==> src/rtl/mult_div_if.sv <==
// Operand/result bundle between the multicycle control path and the multiply/divide unit.
// The control FSM is the master. The unit is the slave.
interface mult_div_if #(
  parameter int WIDTH = 32
);
  logic             start;
  logic             op;
  logic [WIDTH-1:0] a;
  logic [WIDTH-1:0] b;
  logic [WIDTH-1:0] hi;
  logic [WIDTH-1:0] lo;
  logic             busy;
  logic             done;
  logic             div_zero;

  modport master (
    output start, op, a, b,
    input  hi, lo, busy, done, div_zero
  );

  modport slave (
    input  start, op, a, b,
    output hi, lo, busy, done, div_zero
  );
endinterface

==> src/rtl/mult_div_unit.sv <==
// Iterative signed multiply (radix-2 Booth) / divide (restoring) unit feeding HI/LO.
// It retires one bit per clock. A final FIX cycle applies the signs and writes HI/LO.
module mult_div_unit #(
  parameter int WIDTH = 32
) (
  input  logic       clk,
  input  logic       reset,
  mult_div_if.slave  bus
);
  localparam int AW = 2 * WIDTH + 1;
  localparam int CW = $clog2(WIDTH) + 1;
  localparam logic [CW-1:0] LAST_ITER = CW'(WIDTH - 1);

  typedef enum logic [1:0] {
    S_IDLE = 2'd0,
    S_MULT = 2'd1,
    S_DIV  = 2'd2,
    S_FIX  = 2'd3
  } state_t;

  state_t           r_state;
  logic [AW-1:0]    r_acc;
  logic [WIDTH-1:0] r_a;
  logic [WIDTH-1:0] r_b;
  logic [WIDTH-1:0] r_hi;
  logic [WIDTH-1:0] r_lo;
  logic             r_op;
  logic             r_busy;
  logic             r_done;
  logic             r_div_zero;
  logic [CW-1:0]    r_cnt;

  logic [WIDTH-1:0] w_a_in_mag;
  logic [WIDTH-1:0] w_b_mag;
  logic [WIDTH-1:0] w_quo;
  logic [WIDTH-1:0] w_rem;
  logic [WIDTH-1:0] w_div_lo;
  logic [WIDTH-1:0] w_div_hi;
  logic [WIDTH:0]   w_booth_sum;
  logic [WIDTH:0]   w_rem_sh;
  logic [WIDTH:0]   w_trial;
  logic [WIDTH:0]   w_rem_next;
  logic             w_q_bit;

  // Next-step datapath for Booth, restoring divide and final sign fix-up
  always_comb begin
    w_a_in_mag = bus.a[WIDTH-1] ? -bus.a : bus.a;
    w_b_mag    = r_b[WIDTH-1] ? -r_b : r_b;

    // Booth sum is one bit wider so that adding or subtracting -2^(WIDTH-1) cannot overflow
    w_booth_sum = {r_acc[AW-1], r_acc[AW-1:WIDTH+1]};
    case (r_acc[1:0])
      2'b01:   w_booth_sum = {r_acc[AW-1], r_acc[AW-1:WIDTH+1]} + {r_a[WIDTH-1], r_a};
      2'b10:   w_booth_sum = {r_acc[AW-1], r_acc[AW-1:WIDTH+1]} - {r_a[WIDTH-1], r_a};
      default: w_booth_sum = {r_acc[AW-1], r_acc[AW-1:WIDTH+1]};
    endcase

    w_rem_sh = {r_acc[2*WIDTH-1:WIDTH], r_acc[WIDTH-1]};
    w_trial  = w_rem_sh - {1'b0, w_b_mag};
    w_q_bit  = ~w_trial[WIDTH];
    if (w_q_bit) begin
      w_rem_next = w_trial;
    end else begin
      w_rem_next = w_rem_sh;
    end

    w_quo    = r_acc[WIDTH-1:0];
    w_rem    = r_acc[2*WIDTH-1:WIDTH];
    w_div_lo = (r_a[WIDTH-1] ^ r_b[WIDTH-1]) ? -w_quo : w_quo;
    w_div_hi = r_a[WIDTH-1] ? -w_rem : w_rem;
  end

  // Control FSM, iteration state and registered HI/LO/status outputs
  always_ff @(posedge clk) begin
    if (reset) begin
      r_state    <= S_IDLE;
      r_acc      <= {AW{1'b0}};
      r_a        <= {WIDTH{1'b0}};
      r_b        <= {WIDTH{1'b0}};
      r_hi       <= {WIDTH{1'b0}};
      r_lo       <= {WIDTH{1'b0}};
      r_op       <= 1'b0;
      r_busy     <= 1'b0;
      r_done     <= 1'b0;
      r_div_zero <= 1'b0;
      r_cnt      <= {CW{1'b0}};
    end else begin
      r_done <= 1'b0;
      case (r_state)
        S_IDLE: begin
          if (bus.start) begin
            r_div_zero <= 1'b0;
            r_a        <= bus.a;
            r_b        <= bus.b;
            r_op       <= bus.op;
            r_cnt      <= {CW{1'b0}};
            if (!bus.op) begin
              r_acc   <= {{WIDTH{1'b0}}, bus.b, 1'b0};
              r_busy  <= 1'b1;
              r_state <= S_MULT;
            end else if (bus.b == {WIDTH{1'b0}}) begin
              r_done     <= 1'b1;
              r_div_zero <= 1'b1;
            end else begin
              r_acc   <= {{(WIDTH+1){1'b0}}, w_a_in_mag};
              r_busy  <= 1'b1;
              r_state <= S_DIV;
            end
          end
        end
        S_MULT: begin
          r_acc <= {w_booth_sum, r_acc[WIDTH:1]};
          if (r_cnt == LAST_ITER) begin
            r_state <= S_FIX;
          end else begin
            r_cnt <= r_cnt + 1'b1;
          end
        end
        S_DIV: begin
          r_acc <= {w_rem_next, r_acc[WIDTH-2:0], w_q_bit};
          if (r_cnt == LAST_ITER) begin
            r_state <= S_FIX;
          end else begin
            r_cnt <= r_cnt + 1'b1;
          end
        end
        S_FIX: begin
          if (r_op) begin
            r_hi <= w_div_hi;
            r_lo <= w_div_lo;
          end else begin
            r_hi <= r_acc[AW-1:WIDTH+1];
            r_lo <= r_acc[WIDTH:1];
          end
          r_done  <= 1'b1;
          r_busy  <= 1'b0;
          r_state <= S_IDLE;
        end
        default: begin
          r_busy  <= 1'b0;
          r_state <= S_IDLE;
        end
      endcase
    end
  end

  assign bus.hi       = r_hi;
  assign bus.lo       = r_lo;
  assign bus.busy     = r_busy;
  assign bus.done     = r_done;
  assign bus.div_zero = r_div_zero;
endmodule

==> src/flat_wrapper.sv <==
// flat-port wrapper written by rule: the top's interface ports become plain ports
module mult_div_unit_flat 
#(
  parameter int WIDTH = 32
)
  (clk, reset, bus_start, bus_op, bus_a, bus_b, bus_hi, bus_lo, bus_busy, bus_done, bus_div_zero);
  mult_div_if #(.WIDTH(WIDTH)) bus_i ();
  input  logic clk;
  input  logic reset;
  input wire logic [$bits(bus_i.start)-1:0] bus_start;
  input wire logic [$bits(bus_i.op)-1:0] bus_op;
  input wire logic [$bits(bus_i.a)-1:0] bus_a;
  input wire logic [$bits(bus_i.b)-1:0] bus_b;
  output wire logic [$bits(bus_i.hi)-1:0] bus_hi;
  output wire logic [$bits(bus_i.lo)-1:0] bus_lo;
  output wire logic [$bits(bus_i.busy)-1:0] bus_busy;
  output wire logic [$bits(bus_i.done)-1:0] bus_done;
  output wire logic [$bits(bus_i.div_zero)-1:0] bus_div_zero;
  assign bus_i.start = bus_start;
  assign bus_i.op = bus_op;
  assign bus_i.a = bus_a;
  assign bus_i.b = bus_b;
  assign bus_hi = bus_i.hi;
  assign bus_lo = bus_i.lo;
  assign bus_busy = bus_i.busy;
  assign bus_done = bus_i.done;
  assign bus_div_zero = bus_i.div_zero;
  mult_div_unit #(.WIDTH(WIDTH)) u_core (.clk(clk), .reset(reset), .bus(bus_i));
endmodule
==> config.mk <==
export PLATFORM = sky130hd
export DESIGN_NAME = mult_div_unit_flat
export DESIGN_NICKNAME = d
export VERILOG_FILES = /design/src/rtl/mult_div_if.sv /design/src/rtl/mult_div_unit.sv /design/src/flat_wrapper.sv
export SDC_FILE = /design/constraint.sdc
export NUM_CORES = 1
export LEC_CHECK = 0
export ABC_AREA = 1
export CORE_MARGIN = 10
export CORE_UTILIZATION = 25
export DETAILED_ROUTE_END_ITERATION = 7
export HOLD_SLACK_MARGIN = 0.05
export PLACE_DENSITY = 0.52
export SETUP_SLACK_MARGIN = 0.3
export SKIP_CTS_REPAIR_TIMING = 1
export SYNTH_ARGS = -nofsm -noshare
export SYNTH_HDL_FRONTEND = slang
export SYNTH_SLANG_ARGS = --single-unit
==> constraint.sdc <==
create_clock -name clk -period 4.2 [get_ports clk]
set_clock_uncertainty 0.1 [all_clocks]
set_input_delay 0.42 -clock clk [delete_from_list [all_inputs] [get_ports clk]]
set_output_delay 0.42 -clock clk [all_outputs]
set_load 0.005 [all_outputs]
### Register map, names as in the netlist, run 1

The bar under the picture is 100 um long.
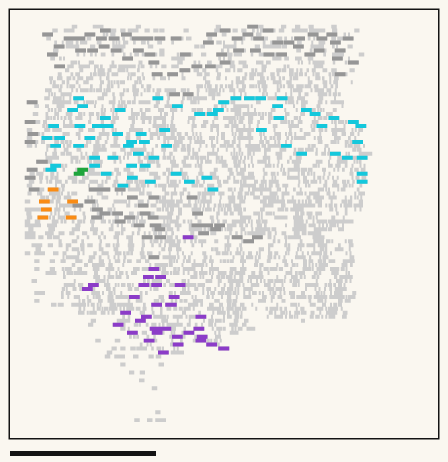
[orange] `u_core.r_cnt` | flops: 6 | where: left middle
[cyan] `u_core.r_acc` | flops: 65
[green] `u_core.r_state` | flops: 2
[purple] `u_core.r_a` | flops: 32
not coloured: 100
Reg area: 4110 um^2
Seq area share: 0.180

### PDN straps and rails, run 1

The bar under the picture is 100 um long. Pins as bars on the die edge. Tap cells in grey.
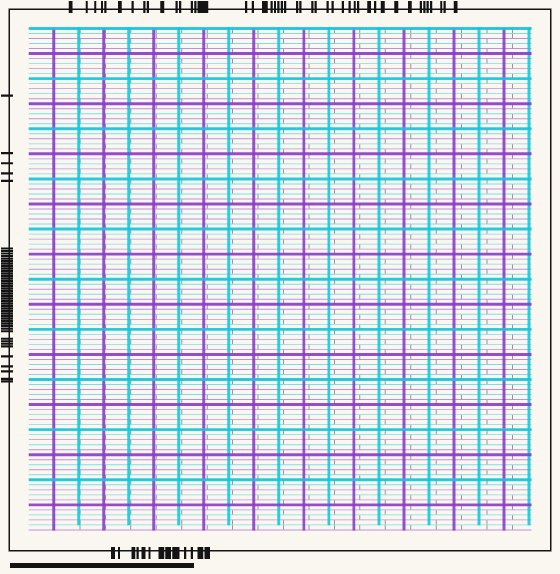
[purple] VSS
[cyan] VDD
tap cells: 969
met1 rails: 101

==> job_summary.md, run 1 <==
## Synthesis and layout report

| Metric | Value |
|---|---|
| Status | finished with violations |
| Failing checks | negative setup slack |
| Async S/R FF share, synth | 0 |
| Most instantiated logic cell after routing | nand2_1 |
| Place WS | -0.156 ns |
| Top Ports | 135 |
| Port buffer count | 134 |
| Setup Crit Path Kind | reg -> reg |
| Setup WS post-layout | -0.111 ns |
| Psw | 8.05 mW |
| Largest delay share family, worst path | simple AND/OR/NAND/NOR gates |
| Clk sinks | 205 |
| Clock network power | between 2 and 2.5 mW |
| Vias | 21151 |
| Nets | 3468 |
| Fraction of layout instances using a drive strength above 1 | 0.101 |
| Worst-path fanout max | 8 |
| Endpoints failing setup | 24 |
| Post-Layout Cell Count | about 4300 |
| Crit. End Element | flop |
| GRT Residual Overflow | 0 |
| Hold WC Path Type | in -> reg |
### Local utilization, run 1

The bar under the picture is 100 um long. The die is cut into 29 by 29 equal tiles; white is low, dark blue is high, 0 to 100% covered.
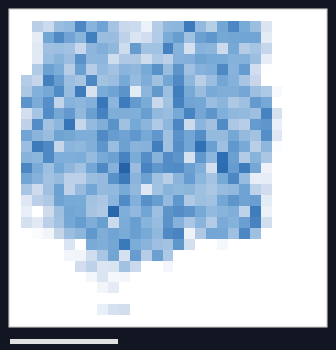
fullest tile: 80%
emptiest ninth of the die: bottom right
tiles over 75% full: 0.40%
mean over tiles: 25%
densest ninth of the die: middle
Floorplan Utilization: 0.251
final core occ: 0.307

[run 1: cell type report]
| class | count | area (um^2) |
|---|---|---|
| clock buffers | 36 | 738 |
| flip-flops and latches | 205 | 4110 |
| fillers | 8395 | 51400 |
| multi-input cells | 2409 | 12700 |
| repair buffers | 259 | 2350 |
| clock inverters | 12 | 149 |
| well taps | 969 | 1210 |
| inverters | 419 | 1580 |
[run 1: sequential cells by signal (all words and copies together), names as in the netlist]
signal,flops
u_core.r_acc,65
u_core.bus.hi,32
u_core.bus.lo,32
u_core.r_a,32
u_core.r_b,32
u_core.r_cnt,6
u_core.r_state,2
u_core.bus.busy,1
u_core.bus.div_zero,1
u_core.bus.done,1
u_core.r_op,1
[run 1: layer usage]
layer	up-vias	track usage	part of all wire
li1	10682	-	-
met1	9736	0.225	0.44
met2	615	0.311	0.47
met3	118	0.0208	0.049
met4	0	0.0610	0.040
met5	-	0	0
[run 1: logic make-up after synthesis]
kind of cell	Yosys count	share of synthesized area
buffers and inverters	559	0.121
adders and majority gates	80	0.0546
AOI/OAI and AO/OA	793	0.233
DFF	205	0.220
and+or+nand+nor	1440	0.325
xor gates and xnor gates	96	0.0456
[run 1: Yosys cell counts (all sizes together) (4+ instances only)]
cell	n	share of area
o21ai	260	0.071
a221oi	8	0.0038
nand2	847	0.17
o21bai	9	0.0036
buf	29	0.011
nor3	39	0.012
xor2	73	0.034
nand3	167	0.048
dfxtp	205	0.22
a31oi	6	0.0020
o22ai	18	0.0060
ha	78	0.052
clkbuf	111	0.026
inv	412	0.083
and2	4	0.0013
o31ai	9	0.0039
clkinv	7	0.0014
o221ai	19	0.0089
nor4	12	0.0044
o211ai	38	0.015
nand4	31	0.010
nor2	323	0.070
xnor2	23	0.011
or2	7	0.0025
a21oi	414	0.11
### Nets reached from selected ports, run 1

The bar under the picture is 100 um long.
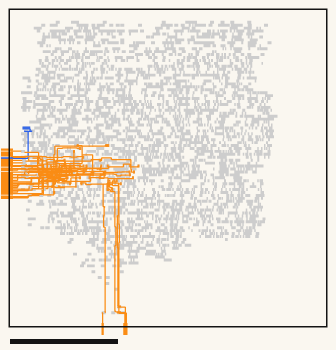

==> run 2: changes to the inputs <==
Settings changed: CORE_ASPECT_RATIO set to 0.5, CTS_BUF_LIST set to sky130_fd_sc_hd__clkbuf_16.
### Nets reached from selected ports, run 2

The bar under the picture is 100 um long.
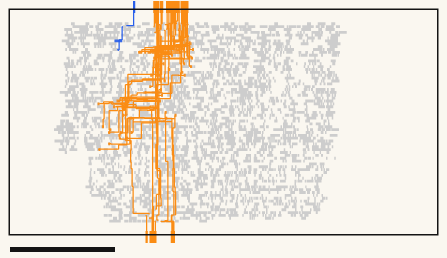
[blue] `bus_div_zero` | bits: 1 | direction: output | edge: top | end cells: 1 | buffers: 1 | wire: 49.3 um
[orange] `bus_b` | bits: 32 | direction: input | edge: 24 top, 8 bottom | end cells: 73 | buffers: 32 | wire: 4260 um
port buffer count: 134
Top Ports: 135

### PDN straps and rails, run 2

The bar under the picture is 100 um long. Pins as bars on the die edge. Tap cells in grey.
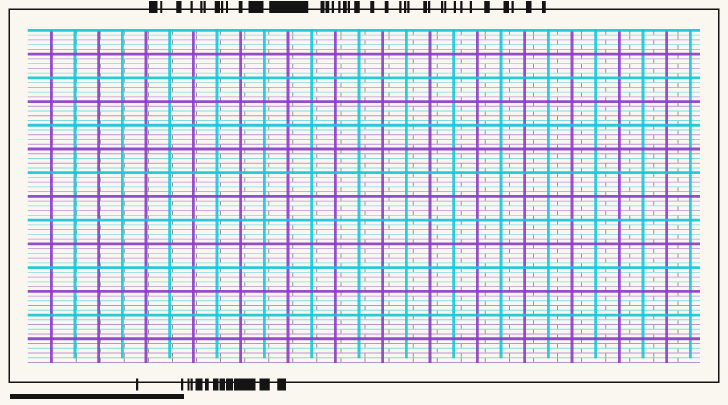
core box area: 73400 um^2
die height: 213 um
worst vdd rail ir drop: 0.415 mV

### Register map, names as in the netlist, run 2

The bar under the picture is 100 um long.
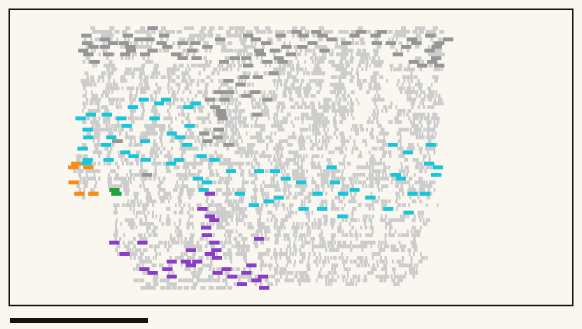
final core occ: 0.310
sequential cell power: 2.86 mW
Reg area: 4110 um^2
Seq area share: 0.181

==> job_summary.md, run 2 <==
## Synthesis and layout report

| Metric | Value |
|---|---|
| Multi-input gate area | 12600 um^2 (-0.42%) |
| Filler cell count | 8247 (-1.8%) |
| Place WS | -0.390 ns (-0.235 ns) |
| Setup WS post-layout | -0.124 ns (-0.0129 ns) |
| Failing checks | negative setup slack |
| Psw | 7.95 mW (-1.2%) |
| Endpoints failing setup | 23 (-4.2%) |
| Vias | 21651 (+2.4%) |
| Nets | 3473 (+0.14%) |
| Most flops, register | u_core.r_acc |
| Top cells, area | dfxtp_1, nand2_1, a21oi_1 |
| Mux area share | 0 (unchanged) |
| Status | finished with violations |
| Async S/R FF share, synth | 0 (unchanged) |
| Clock network power | 2.19 mW (-8%) |
| Post-Layout Cell Count | 4314 (+0.12%) |
| Max reg flops | 65 (unchanged) |
| AO/OA Area Share | 0.233 (unchanged) |
| Post-synthesis cell type with the largest instance count | nand2_1 |
| Xor/xnor share | 0.0456 (unchanged) |
| Top area contributor share | 0.220 (unchanged) |
| Fraction of layout instances using a drive strength above 1 | 0.0975 (-0.00305) |
| Floorplan Utilization | 0.254 (+0.00274) |
| Hold WC Path Type | in -> reg |
| Setup Crit Path Kind | reg -> reg |
==> run 2: metal layers <==
layer | global-route usage | vias to the layer above | part of all wire
li1 | - | 10704 | -
met1 | 0.239 | 10131 | 0.44
met2 | 0.318 | 651 | 0.46
met3 | 0.0269 | 165 | 0.056
met4 | 0.0698 | 0 | 0.041
met5 | 0 | - | 0
==> run 2: stage by stage <==
stage	hold WS, ns	util	power, mW	setup TNS, ns
after CTS	0.209	0.302	14.2	-9.91
after global placement	0.344	0.292	12.0	-5.46
after floorplan	0.328	-	8.95	0
after detailed placement	0.349	0.292	12.0	-8.00
final	0.232	0.310	14.7	-1.03
after global routing	0.236	0.310	15.9	-7.83
==> run 2: area by class of cell <==
cell class,instances,area share
Inverter,419,0.0694
Sequential cell,205,0.181
Timing Repair Buffer,266,0.107
Multi-Input combinational cell,2409,0.555
Clock inverter,19,0.00848
Clock buffer,24,0.0264
Tap cell,972,0.0535
==> run 2: cell families (layout without fill, tap and decap cells) <==
kind of cell	after synthesis	in the layout
AND/OR/NAND/NOR	1440	1440
XOR/XNOR	96	96
AND-OR/OR-AND	793	793
adder cells (fa/ha/maj)	80	80
flip-flops	205	205
buffers and inverters	559	728
==> run 2: worst max-delay path, delay by kind of cell, from the launching register on <==
family	cells	cell delay, ns
AND-OR/OR-AND	10	1.30
XOR/XNOR	1	0.14
adder cells (fa/ha/maj)	2	0.56
buffers and inverters	4	0.39
flip-flops	1	0.33
AND/OR/NAND/NOR	12	1.36
==> run 2: path summary, 6_finish.rpt <==
| kind | startpoint | end |
|---|---|---|
| setup / recovery | u_core.r_b[0] | u_core.r_acc[36] |
| hold / removal | reset | u_core.bus.lo[29] |
| setup reg to reg | u_core.r_b[0] | u_core.r_acc[36] |
| hold reg to reg | u_core.r_cnt[4] | u_core.r_cnt[4] |
Power and IR drop assume default switching activity.
